===== src/rtl/rv_ctl_mc.sv =====
// Multicycle RISC-V control FSM: drives the datapath enables/selects, waits on a memory ready
// handshake with a bounded timeout, traps on illegal opcodes, and counts retired instructions.
module rv_ctl_mc #(
  parameter int unsigned CNT_W     = 32,
  parameter int unsigned TIMEOUT   = 15,
  parameter bit          EN_BR_EXT = 1'b1
) (
  input  logic             clk_i,
  input  logic             rst_ni,
  input  logic [31:0]      instr_i,
  input  logic             zero_i,
  input  logic             lt_i,
  input  logic             mem_ready_i,
  output logic             mem_req_o,
  output logic             memrw_o,
  output logic [1:0]       pcsource_o,
  output logic             pcwrite_o,
  output logic             pccen_o,
  output logic             irwrite_o,
  output logic             mdrwrite_o,
  output logic             regwen_o,
  output logic [1:0]       wbsel_o,
  output logic [2:0]       immsel_o,
  output logic             asel_o,
  output logic             bsel_o,
  output logic [3:0]       alusel_o,
  output logic             trap_o,
  output logic [1:0]       trap_cause_o,
  output logic [CNT_W-1:0] instret_o
);

  typedef enum logic [3:0] {
    StFetch, StDecode, StMemAddr, StMemRd, StMemWb, StMemWr, StRAlu, StIAlu,
    StAluWb, StBrExec, StJalExec, StJalrExec, StLuiWb, StTrap
  } state_e;

  localparam logic [3:0] AluAdd   = 4'b0000;
  localparam logic [3:0] AluSub   = 4'b0001;
  localparam logic [7:0] WaitLast = 8'(TIMEOUT - 1);

  state_e           state_q, state_d;
  logic [7:0]       wait_q, wait_d;
  logic [1:0]       cause_q, cause_d;
  logic [CNT_W-1:0] instret_q, instret_d;
  logic             mem_req;

  logic [6:0] opcode;
  logic [2:0] funct3;
  logic       is_lw, is_sw, is_r, is_ialu, is_br, is_jal, is_jalr, is_lui, br_ok, br_take;
  logic       wait_hit;
  logic       unused_instr;

  assign opcode       = instr_i[6:0];
  assign funct3       = instr_i[14:12];
  assign unused_instr = ^{instr_i[31], instr_i[29:15], instr_i[11:7]};

  assign is_lw   = (opcode == 7'b0000011) && (funct3 == 3'b010);
  assign is_sw   = (opcode == 7'b0100011) && (funct3 == 3'b010);
  assign is_r    = (opcode == 7'b0110011);
  assign is_ialu = (opcode == 7'b0010011);
  assign is_br   = (opcode == 7'b1100011) && br_ok;
  assign is_jal  = (opcode == 7'b1101111);
  assign is_jalr = (opcode == 7'b1100111) && (funct3 == 3'b000);
  assign is_lui  = (opcode == 7'b0110111);

  always_comb begin
    br_ok   = 1'b0;
    br_take = 1'b0;
    case (funct3)
      3'b000: begin br_ok = 1'b1;      br_take = zero_i;  end
      3'b001: begin br_ok = EN_BR_EXT; br_take = !zero_i; end
      3'b100: begin br_ok = EN_BR_EXT; br_take = lt_i;    end
      3'b101: begin br_ok = EN_BR_EXT; br_take = !lt_i;   end
      default: ;
    endcase
  end

  assign wait_hit = (wait_q == WaitLast);

  always_comb begin
    state_d    = state_q;
    cause_d    = cause_q;
    mem_req    = 1'b0;
    memrw_o    = 1'b0;
    pcsource_o = 2'b00;
    pcwrite_o  = 1'b0;
    pccen_o    = 1'b0;
    irwrite_o  = 1'b0;
    mdrwrite_o = 1'b0;
    regwen_o   = 1'b0;
    wbsel_o    = 2'b00;
    immsel_o   = 3'b000;
    asel_o     = 1'b0;
    bsel_o     = 1'b0;
    alusel_o   = AluAdd;
    unique case (state_q)
      StFetch: begin
        mem_req = 1'b1;
        if (mem_ready_i) begin
          irwrite_o = 1'b1;
          pcwrite_o = 1'b1;
          pccen_o   = 1'b1;
          state_d   = StDecode;
        end else if (wait_hit) begin
          state_d = StTrap;
          cause_d = 2'b10;
        end
      end
      StDecode: begin
        // ALUOut captures the PC-relative branch/jump target here
        asel_o   = 1'b1;
        bsel_o   = 1'b1;
        immsel_o = is_jal ? 3'b011 : 3'b010;
        if (is_lw || is_sw) state_d = StMemAddr;
        else if (is_r)      state_d = StRAlu;
        else if (is_ialu)   state_d = StIAlu;
        else if (is_br)     state_d = StBrExec;
        else if (is_jal)    state_d = StJalExec;
        else if (is_jalr)   state_d = StJalrExec;
        else if (is_lui)    state_d = StLuiWb;
        else begin
          state_d = StTrap;
          cause_d = 2'b01;
        end
      end
      StMemAddr: begin
        bsel_o   = 1'b1;
        immsel_o = is_sw ? 3'b001 : 3'b000;
        state_d  = is_sw ? StMemWr : StMemRd;
      end
      StMemRd: begin
        mem_req    = 1'b1;
        mdrwrite_o = mem_ready_i;
        if (mem_ready_i) begin
          state_d = StMemWb;
        end else if (wait_hit) begin
          state_d = StTrap;
          cause_d = 2'b10;
        end
      end
      StMemWb: begin
        wbsel_o  = 2'b10;
        regwen_o = 1'b1;
        state_d  = StFetch;
      end
      StMemWr: begin
        mem_req = 1'b1;
        memrw_o = 1'b1;
        if (mem_ready_i) begin
          state_d = StFetch;
        end else if (wait_hit) begin
          state_d = StTrap;
          cause_d = 2'b10;
        end
      end
      StRAlu: begin
        alusel_o = {funct3, instr_i[30]};
        state_d  = StAluWb;
      end
      StIAlu: begin
        // Only SRLI/SRAI use bit 30 as a modifier; elsewhere it is immediate data
        bsel_o   = 1'b1;
        alusel_o = {funct3, (funct3 == 3'b101) ? instr_i[30] : 1'b0};
        state_d  = StAluWb;
      end
      StAluWb: begin
        wbsel_o  = 2'b01;
        regwen_o = 1'b1;
        state_d  = StFetch;
      end
      StBrExec: begin
        alusel_o   = AluSub;
        pcsource_o = 2'b01;
        pcwrite_o  = br_take;
        state_d    = StFetch;
      end
      StJalExec: begin
        pcsource_o = 2'b01;
        pcwrite_o  = 1'b1;
        regwen_o   = 1'b1;
        state_d    = StFetch;
      end
      StJalrExec: begin
        bsel_o     = 1'b1;
        pcsource_o = 2'b10;
        pcwrite_o  = 1'b1;
        regwen_o   = 1'b1;
        state_d    = StFetch;
      end
      StLuiWb: begin
        immsel_o = 3'b100;
        wbsel_o  = 2'b11;
        regwen_o = 1'b1;
        state_d  = StFetch;
      end
      StTrap: ;
      default: state_d = StFetch;
    endcase
  end

  always_comb begin
    wait_d    = wait_q;
    instret_d = instret_q;
    if (state_d != state_q) begin
      wait_d = 8'd0;
    end else if ((state_q == StFetch || state_q == StMemRd || state_q == StMemWr) &&
                 !mem_ready_i) begin
      wait_d = wait_q + 8'd1;
    end
    if (state_d == StFetch && state_q != StFetch) begin
      instret_d = instret_q + CNT_W'(1);
    end
  end

  always_ff @(posedge clk_i or negedge rst_ni) begin
    if (!rst_ni) begin
      state_q   <= StFetch;
      wait_q    <= 8'd0;
      cause_q   <= 2'b00;
      instret_q <= '0;
    end else begin
      state_q   <= state_d;
      wait_q    <= wait_d;
      cause_q   <= cause_d;
      instret_q <= instret_d;
    end
  end

  // Reset state is FETCH, but a request must not be seen while reset is held
  assign mem_req_o    = mem_req & rst_ni;
  assign trap_o       = (state_q == StTrap);
  assign trap_cause_o = cause_q;
  assign instret_o    = instret_q;

endmodule


===== config.mk =====
export PLATFORM = sky130hd
export DESIGN_NAME = rv_ctl_mc
export DESIGN_NICKNAME = d
export VERILOG_FILES = /design/src/rtl/rv_ctl_mc.sv
export SDC_FILE = /design/constraint.sdc
export NUM_CORES = 1
export LEC_CHECK = 0
export CORE_ASPECT_RATIO = 2
export CORE_MARGIN = 1
export CORE_UTILIZATION = 30
export DETAILED_ROUTE_END_ITERATION = 10
export SETUP_SLACK_MARGIN = 0.1
export SLEW_MARGIN = 10
export SYNTH_ARGS = -nofsm -noshare
export SYNTH_HDL_FRONTEND = slang
export SYNTH_SLANG_ARGS = --single-unit

===== constraint.sdc =====
create_clock -name clk_i -period 2.82 [get_ports clk_i]
set_clock_uncertainty 0.1 [all_clocks]
set_input_delay 0.564 -clock clk_i [delete_from_list [all_inputs] [get_ports clk_i]]
set_output_delay 0.564 -clock clk_i [all_outputs]
set_load 0.02 [all_outputs]

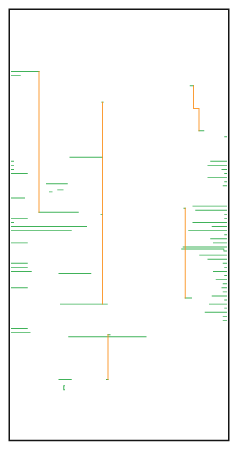
**Above:** run 1 (metal layers overlaid).
(3 px per um) Only two layers are drawn.
| color | layer | wire length |
|---|---|---|
| orange | met4 | 176 um |
| green | met3 | 378 um |

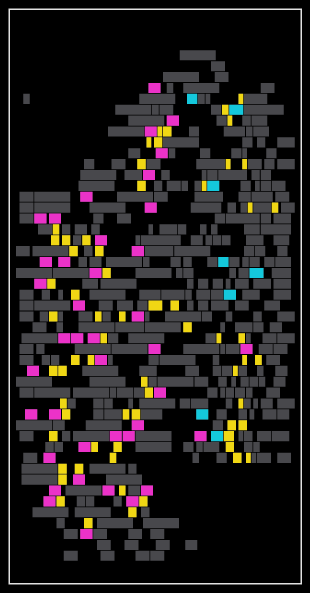
**Above:** run 1 (logic cells by family).
(4 px per um)
| color | family | cells |
|---|---|---|
| magenta | XOR/XNOR gates | 40 |
| cyan | AND-OR and OR-AND gates | 8 |
| yellow | NAND gates | 64 |

==> qor.csv, run 1 <==
stage;metric;value;unit
worst_setup_path;endpoint;wait_q[1];
drt;wire_per_inst;15.9;um
synth;common_cells;46 x dfrtp_1, 33 x xnor2_1, 28 x nand4_1, 19 x and3_1, 18 x nor3_1;
worst_setup_path;cp_slowest_cell;clkdlybuf4s50_1;
finish;num-nonclk-inverters;10;
drt;ant_nets;0;
placement;pre_cts_slack;-0.522;ns
synth;ys_sh_mux;0.711;%
worst_setup_path;slowest_delay;0.48;ns
pwr;p_sw;0.00139;W
synth;ys_types;63;
synth;synth_stat.cells;316;
synth;numSynthFlops;46;
drt;dr_wl_met3;377;um
synth;simple_gate_share;31.9;%
cts;h-tree-depth;2;
floorplan;die_w;72.6;um
floorplan;dieArea;10400;um^2
floorplan;ios;92;
drt;vias_per_cell;5.13;
synth;synth_area_per_cell;9.47;um^2
synth;async_flop_share;100;%
finish;fin_nets;461;
finish;nonClkBufAreaFrac;26.3;%
pwr;p_comb_share;58.4;%
cts;clk_pin_slew;0.07;ns
finish;combGateArea;1800;um^2
flow_run;warning_count;49;
finish;stdcell_area;4480;um^2
synth;ys_area;2990;um^2
cts;cts_buffers;5;
cts;cts_hold_buffers;0;
finish;clock_buffers;5;
worst_setup_path;critical_path.max_fanout;8;
worst_setup_path;path_depth;10;
floorplan;initial_core_util;30.9;%
final_timing;timing.final.crit_period;2.69;ns
synth;aoi_share;11.4;%
global_routing;grt_pass1_vias;2884;
synth;edf_count;0;
synth;netlist_instances;316;
global_routing;grt_pass1_wl;13900;um
cts;clockRootBuffer;clkbuf_16;
final_timing;whs;0.350;ns
global_routing;grt_antenna_before_repair;0;
run_status;status;complete, no violations;
final_timing;relSlewSlack;60.5;%
worst_setup_path;cp_top_family;AND-OR/OR-AND gates;
drt;vias;2842;
placement;portBuffers;70;
cts;cts_setup_buffers;0;
floorplan;rows;51;
hold_path;hp-class;primary input to asynchronous set/reset pin;
finish;lay_top_count;clkdlybuf4s50_1;
worst_setup_path;cp-start-kind;primary input;
synth;syn_area;2990;um^2
finish;final_cell_mix;48 x clkdlybuf4s50_1, 46 x dfrtp_1, 33 x xnor2_1, 33 x buf_4, 28 x nand4_1;
finish;drive_above_1_share;19.7;%
cts;clk_path_buf_depth;2;
final_timing;hold_viol_final;0;
worst_setup_path;cp.required;2.91;ns
pwr;pwr_density_cell;756;nW/um^2
synth;ff_type;dfrtp_1;
worst_setup_path;arrival;2.79;ns
placement;place_area;4090;um^2
floorplan;design.core.area;9700;um^2
finish;seq_share;25.7;%
floorplan;die_height;143;um
drt;remaining_drc_errors;0;
flow_run;drv_cap;0;
worst_setup_path;cp_cell_sequence;clkdlybuf4s50_1, buf_4, nor3_4, buf_4, a32o_1, a221oi_2, o31a_1, o22ai_4, buf_12, a2111oi_4;
synth;yosysWarningCount;0;
worst_setup_path;path_common_cell;buf_4;
cts;post_cts_resized;21;
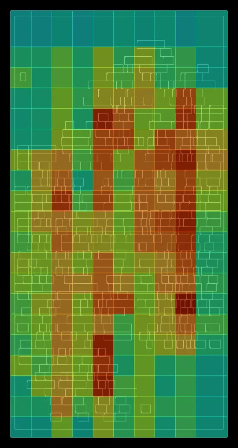
**Above:** run 1 (congestion heat map).
Global Route met3 Usage: 2.47%
total track usage: 17.0%
Global Route met2 Usage: 33.7%
met1 GRT Util: 16.9%

[run 1: stage by stage]
stage | utilization, % | power, W | cells
finish | 46.2 | 0.00338 | 554
global route | 46.2 | 0.00357 | 554
global placement | 42.2 | 0.00249 | 540
detailed placement | 42.2 | 0.00251 | 540
floorplan | - | 0.00181 | 316
CTS | 43.9 | 0.00310 | 548
[run 1: power groups by stage]
stage	logic [W]	registers, W	clock network [W]
after global routing	0.00212	0.000821	0.000631
after global placement	0.00167	0.000819	0
after detailed placement	0.00169	0.000819	0
after CTS	0.00168	0.000807	0.000616
after floorplan	0.000948	0.000860	0
final	0.00198	0.000808	0.000599
[run 1: sequential cells by signal, indices dropped and copies added, names as in the netlist]
signal,count
wait_q,8
instret_o,32
state_q,4
trap_cause_o,2
## Run 2: what changed since run 1
--- a/config.mk
+++ b/config.mk
@@ -6,8 +6,8 @@
 export NUM_CORES = 1
 export LEC_CHECK = 0
 export CORE_ASPECT_RATIO = 2
-export CORE_MARGIN = 1
 export CORE_UTILIZATION = 30
+export CTS_CLUSTER_SIZE = 20
 export DETAILED_ROUTE_END_ITERATION = 10
 export SETUP_SLACK_MARGIN = 0.1
 export SLEW_MARGIN = 10
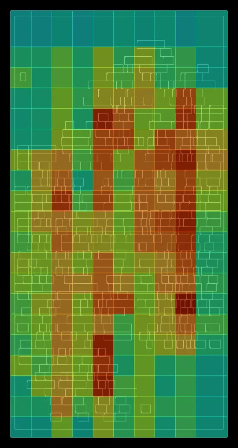
**Above:** run 2 (congestion heat map).
Avg WL per Cell: 15.9 um
global routing's busiest layer: met2
fin util: 46.2%

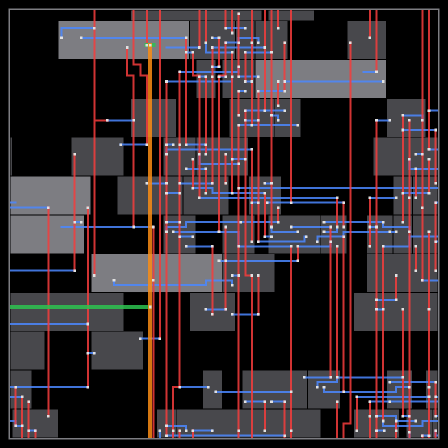
**Above:** run 2 (layout detail).
Window x 21 to 51, y 85 to 115 um. Cells in gray, sequential cells in the stronger gray; small squares are vias.
| color | layer |
|---|---|
| red | met2 |
| green | met3 |
| blue | met1 |
| orange | met4 |
cells with their middle in the window: 48
most frequent: dfrtp_1 (5), nand4_1 (4), xor2_1 (4)
sequential cells in the window: 5
netlist names of flops here include: wait_q (3), instret_o (2)

==> run 2 against run 1 <==
Net effect:
- first-iteration DRC count unchanged
- sequential share of layout area unchanged
- non-clock buffer count unchanged
- combinational power about the same
- die size unchanged
- via count unchanged
==> qor.csv, run 2 <==
stage;metric;value;unit;change
run_status;status;complete, no violations;;
worst_setup_path;path_depth;10;;unchanged
global_routing;grt_usage;17.0;%;unchanged
synth;syn_area;2990;um^2;unchanged
placement;place_area;4090;um^2;unchanged
synth;synth_area_per_cell;9.47;um^2;unchanged
placement;pre_cts_slack;-0.522;ns;unchanged
pwr;p_sw;0.00139;W;unchanged
cts;cts_hold_buffers;0;;unchanged
drt;remaining_drc_errors;0;;unchanged
floorplan;design.core.area;9700;um^2;unchanged
worst_setup_path;cp_top_family;AND-OR/OR-AND gates;;
flow_run;warning_count;49;;unchanged
finish;fin_nets;461;;unchanged
worst_setup_path;arrival;2.79;ns;about the same
drt;ant_nets;0;;unchanged
finish;combGateArea;1800;um^2;unchanged
final_timing;hold_viol_final;0;;unchanged
cts;clk_path_buf_depth;2;;unchanged
synth;edf_count;0;;unchanged
floorplan;initial_core_util;30.9;%;unchanged
drt;vias_per_cell;5.13;;unchanged
synth;ys_area;2990;um^2;unchanged
worst_setup_path;endpoint;wait_q[1];;
finish;final_cell_mix;48 x clkdlybuf4s50_1, 46 x dfrtp_1, 33 x xnor2_1, 33 x buf_4, 28 x nand4_1;;
synth;yosysWarningCount;0;;unchanged
cts;cts_buffers;5;;unchanged
worst_setup_path;path_common_cell;buf_4;;
cts;post_cts_resized;21;;unchanged
final_timing;whs;0.350;ns;unchanged
drt;vias;2842;;unchanged
synth;async_flop_share;100;%;unchanged
worst_setup_path;cp.required;2.91;ns;about the same
worst_setup_path;cp-start-kind;primary input;;
synth;synth_stat.cells;316;;unchanged
finish;largest_reg_flops;32;;unchanged
synth;numSynthFlops;46;;unchanged
cts;clockRootBuffer;clkbuf_16;;
floorplan;dieArea;10400;um^2;unchanged
worst_setup_path;critical_path.max_fanout;8;;unchanged
finish;drive_above_1_share;19.7;%;unchanged
worst_setup_path;cp_cell_sequence;clkdlybuf4s50_1, buf_4, nor3_4, buf_4, a32o_1, a221oi_2, o31a_1, o22ai_4, buf_12, a2111oi_4;;
synth;ff_type;dfrtp_1;;
placement;portBuffers;70;;unchanged
placement;dpl.cell_count;540;;unchanged
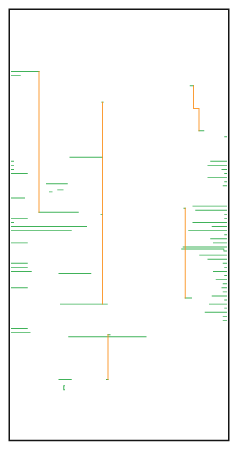
**Above:** run 2 (metal layers overlaid).
(3 px per um) Only two layers are drawn.
| color | layer | wire length |
|---|---|---|
| orange | met4 | 176 um |
| green | met3 | 378 um |

[run 2: cell counts after synthesis]
No cell type changed its count.
[run 2: power by group through the flow]
stage	Combinational (W)	Sequential, W	Clock [W]
floorplan	0.000948	0.000860	0
global placement	0.00167	0.000819	0
detailed placement	0.00169	0.000819	0
CTS	0.00168	0.000807	0.000616
global route	0.00212	0.000821	0.000631
finish	0.00198	0.000808	0.000599
[run 2: kinds of logic (layout without fill, tap and decap cells)]
group	count (synthesis)	after routing	synth area share [%]
fa+ha+maj	3	3	1.25
mux	2	2	0.711
xor+xnor	40	40	11.7
simple gates	156	156	31.9
buf+inv	29	135	4.64
compound gates	40	40	11.4
flops	46	46	38.5
[run 2: per-layer routing]
layer	GRT usage (%)	vias up
met4	7.02	0
li1	-	1362
met1	16.9	1386
met3	2.47	12
met5	0	-
met2	33.7	82
**Run 2: logic cells by family**

(4 px per um)
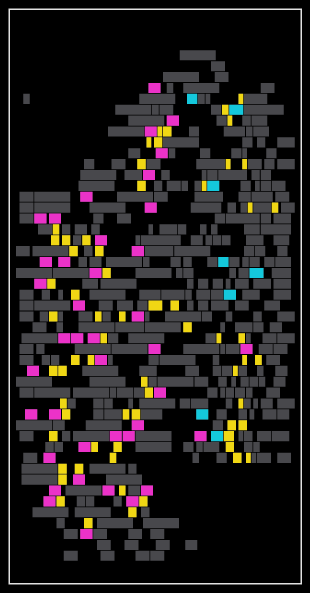

## Run 3: what changed since run 2
--- a/config.mk
+++ b/config.mk
@@ -6,9 +6,10 @@
 export NUM_CORES = 1
 export LEC_CHECK = 0
 export CORE_ASPECT_RATIO = 2
-export CORE_UTILIZATION = 30
+export CORE_UTILIZATION = 35
 export CTS_CLUSTER_SIZE = 20
 export DETAILED_ROUTE_END_ITERATION = 10
+export GPL_ROUTABILITY_DRIVEN = 1
 export SETUP_SLACK_MARGIN = 0.1
 export SLEW_MARGIN = 10
 export SYNTH_ARGS = -nofsm -noshare
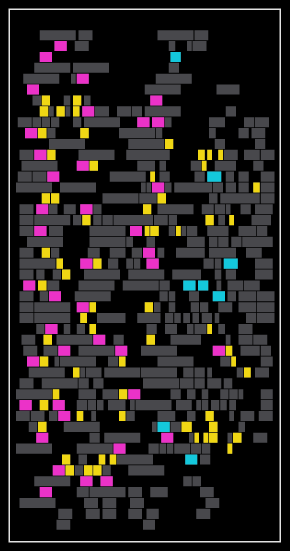
**Above:** run 3 (logic cells by family).
(4 px per um)
| color | family | cells |
|---|---|---|
| cyan | AND-OR and OR-AND gates | 8 |
| yellow | NAND gates | 64 |
| magenta | XOR/XNOR gates | 40 |

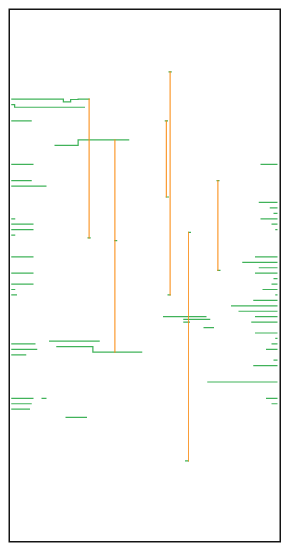
**Above:** run 3 (metal layers overlaid).
(4 px per um) Only two layers are drawn.
| color | layer | wire length |
|---|---|---|
| orange | met4 | 242 um |
| green | met3 | 326 um |

==> run 3 against run 2 <==
Net effect:
- via count is 1.2% lower
- synthesized cell count is the same
- setup slack worse by 0.012 ns
- critical endpoint is now instret_o[1]
- highest routed layer unchanged
- core utilization increased by 6.4 points
- sequential power barely moved
- synthesized area is the same
- largest power group unchanged
==> qor.csv, run 3 <==
stage;metric;value;unit;change
worst_setup_path;arrival;2.78;ns;about the same
drt;wire_per_inst;16.6;um;+4.5%
run_status;status;complete, no violations;;
worst_setup_path;reg2reg_depth;8;;
global_routing;use_met3;2.59;%;+0.12 points
drt;vias;2809;;-1.2%
drt;remaining_drc_errors;0;;unchanged
pwr;pwr_density_cell;750;nW/um^2;
synth;ys_sh_mux;0.711;%;unchanged
synth;edf_count;0;;unchanged
placement;dpl.cell_count;502;;-7.0%
floorplan;dieArea;8950;um^2;-14%
finish;lay_top_count;clkdlybuf4s50_1;;
global_routing;grt_usage;19.4;%;+2.3 points
worst_setup_path;path_depth;8;;-2
cts;post_cts_resized;21;;unchanged
worst_setup_path;cp_cell_sequence;clkdlybuf4s50_1, buf_4, nor3_4, o2111ai_2, a211o_1, and4bb_4, nand3_1, mux2_1;;
cts;clock-sinks;46;;
synth;ys_sh_adder;1.25;%;unchanged
final_timing;whs;0.341;ns;-0.00925 ns
finish;drive_above_1_share;18.2;%;-1.5 points
worst_setup_path;cp_top_family;simple AND/OR/NAND/NOR gates;;
synth;top_cell;dfrtp_1;;
finish;antenna_cells;0;;
finish;fin_nets;457;;-0.87%
global_routing;met2_usage;35.8;%;+2.1 points
cts;cts_buffers;5;;unchanged
synth;ff_type;dfrtp_1;;
worst_setup_path;cp.required;2.89;ns;-0.02 ns
synth;aoi_share;11.4;%;unchanged
placement;portBuffers;70;;unchanged
finish;largest_reg_flops;32;;unchanged
drt;ant_nets;0;;unchanged
global_routing;top_usage_layer;met2;;
final_timing;clock.fmax;369;MHz;
global_routing;gr-usage-met1;20.1;%;+3.2 points
synth;ys_top_logic_family;simple AND/OR/NAND/NOR gates;;
flow_run;warning_count;49;;unchanged
synth;async_flop_share;100;%;unchanged
final_timing;hold_viol_final;0;;unchanged
flow_run;drv_cap;0;;
floorplan;design.core.area;8290;um^2;-15%
worst_setup_path;endpoint;instret_o[1];;
synth;top_cell_area_share;38.5;%;
synth;syn_area;2990;um^2;unchanged
drt;vias_per_cell;5.44;;+6.1%
worst_setup_path;cp-start-kind;primary input;;
finish;stdcell_area;4360;um^2;
global_routing;grt_pass1_vias;2831;;
finish;final_cell_mix;52 x clkdlybuf4s50_1, 46 x dfrtp_1, 36 x buf_4;;
drt;dr_wl_met2;4850;um;
worst_setup_path;critical_path.max_fanout;8;;unchanged
cts;clockRootBuffer;clkbuf_16;;
synth;ys_area;2990;um^2;unchanged
synth;numSynthFlops;46;;unchanged
floorplan;initial_core_util;36.1;%;+5.2 points
finish;final_util;52.5;%;+6.4 points
synth;yosysWarningCount;0;;unchanged
finish;combGateArea;1800;um^2;+0.21%
cts;cts_hold_buffers;0;;unchanged
cts;clk_path_buf_depth;2;;unchanged
final_timing;timing.final.crit_period;2.71;ns;
synth;synth_area_per_cell;9.47;um^2;unchanged
placement;pre_cts_slack;-0.511;ns;+0.0109 ns
placement;place_area;4010;um^2;-2.1%
synth;simple_gate_share;31.9;%;unchanged
synth;synth_stat.cells;316;;unchanged
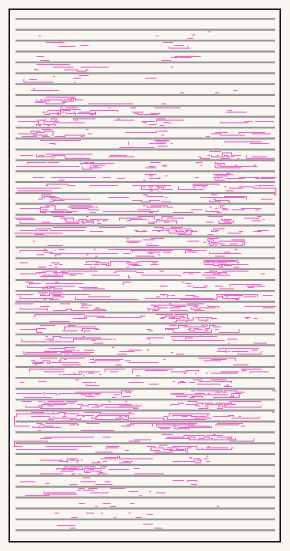
**Above:** run 3 (the metal 1 layer).
(4 px per um) Supply wires on this layer in gray.
longest straight run: 20.8 um
share of all routed wire: 37%
nets with wire on the layer: 368
main direction: horizontal
wire length on this layer: 3160 um

run 3: cell count changes in the layout (fill, tap and decap cells not counted), moves of 2 or more:
cell             delta
buf_4               +3
clkdlybuf4s50_1     +4
clkbuf_1            +2
buf_6               -3
clkinvlp_4          -2
dlymetal6s2s_1      -3
nor3_2              -3
nor3b_2             -2
buf_12              -2
nor3_1              +3
run 3: cell type report:
cell class              count  area share [%]
repair buffers            113            24.8
inverters                  10           0.862
multi-input cells         241            41.3
flip-flops and latches     46            26.4
well taps                  98            2.82
clock buffers               7            3.05
clock inverters             1           0.689
run 3: report_power, final:
part	leakage, nW	internal (W)	switching, W
Clock	0.0781	0.000419	0.000243
Sequential	0.623	0.000732	0.0000779
Combinational	1.26	0.000799	0.000999
Power is estimated from default activity; no workload was simulated.
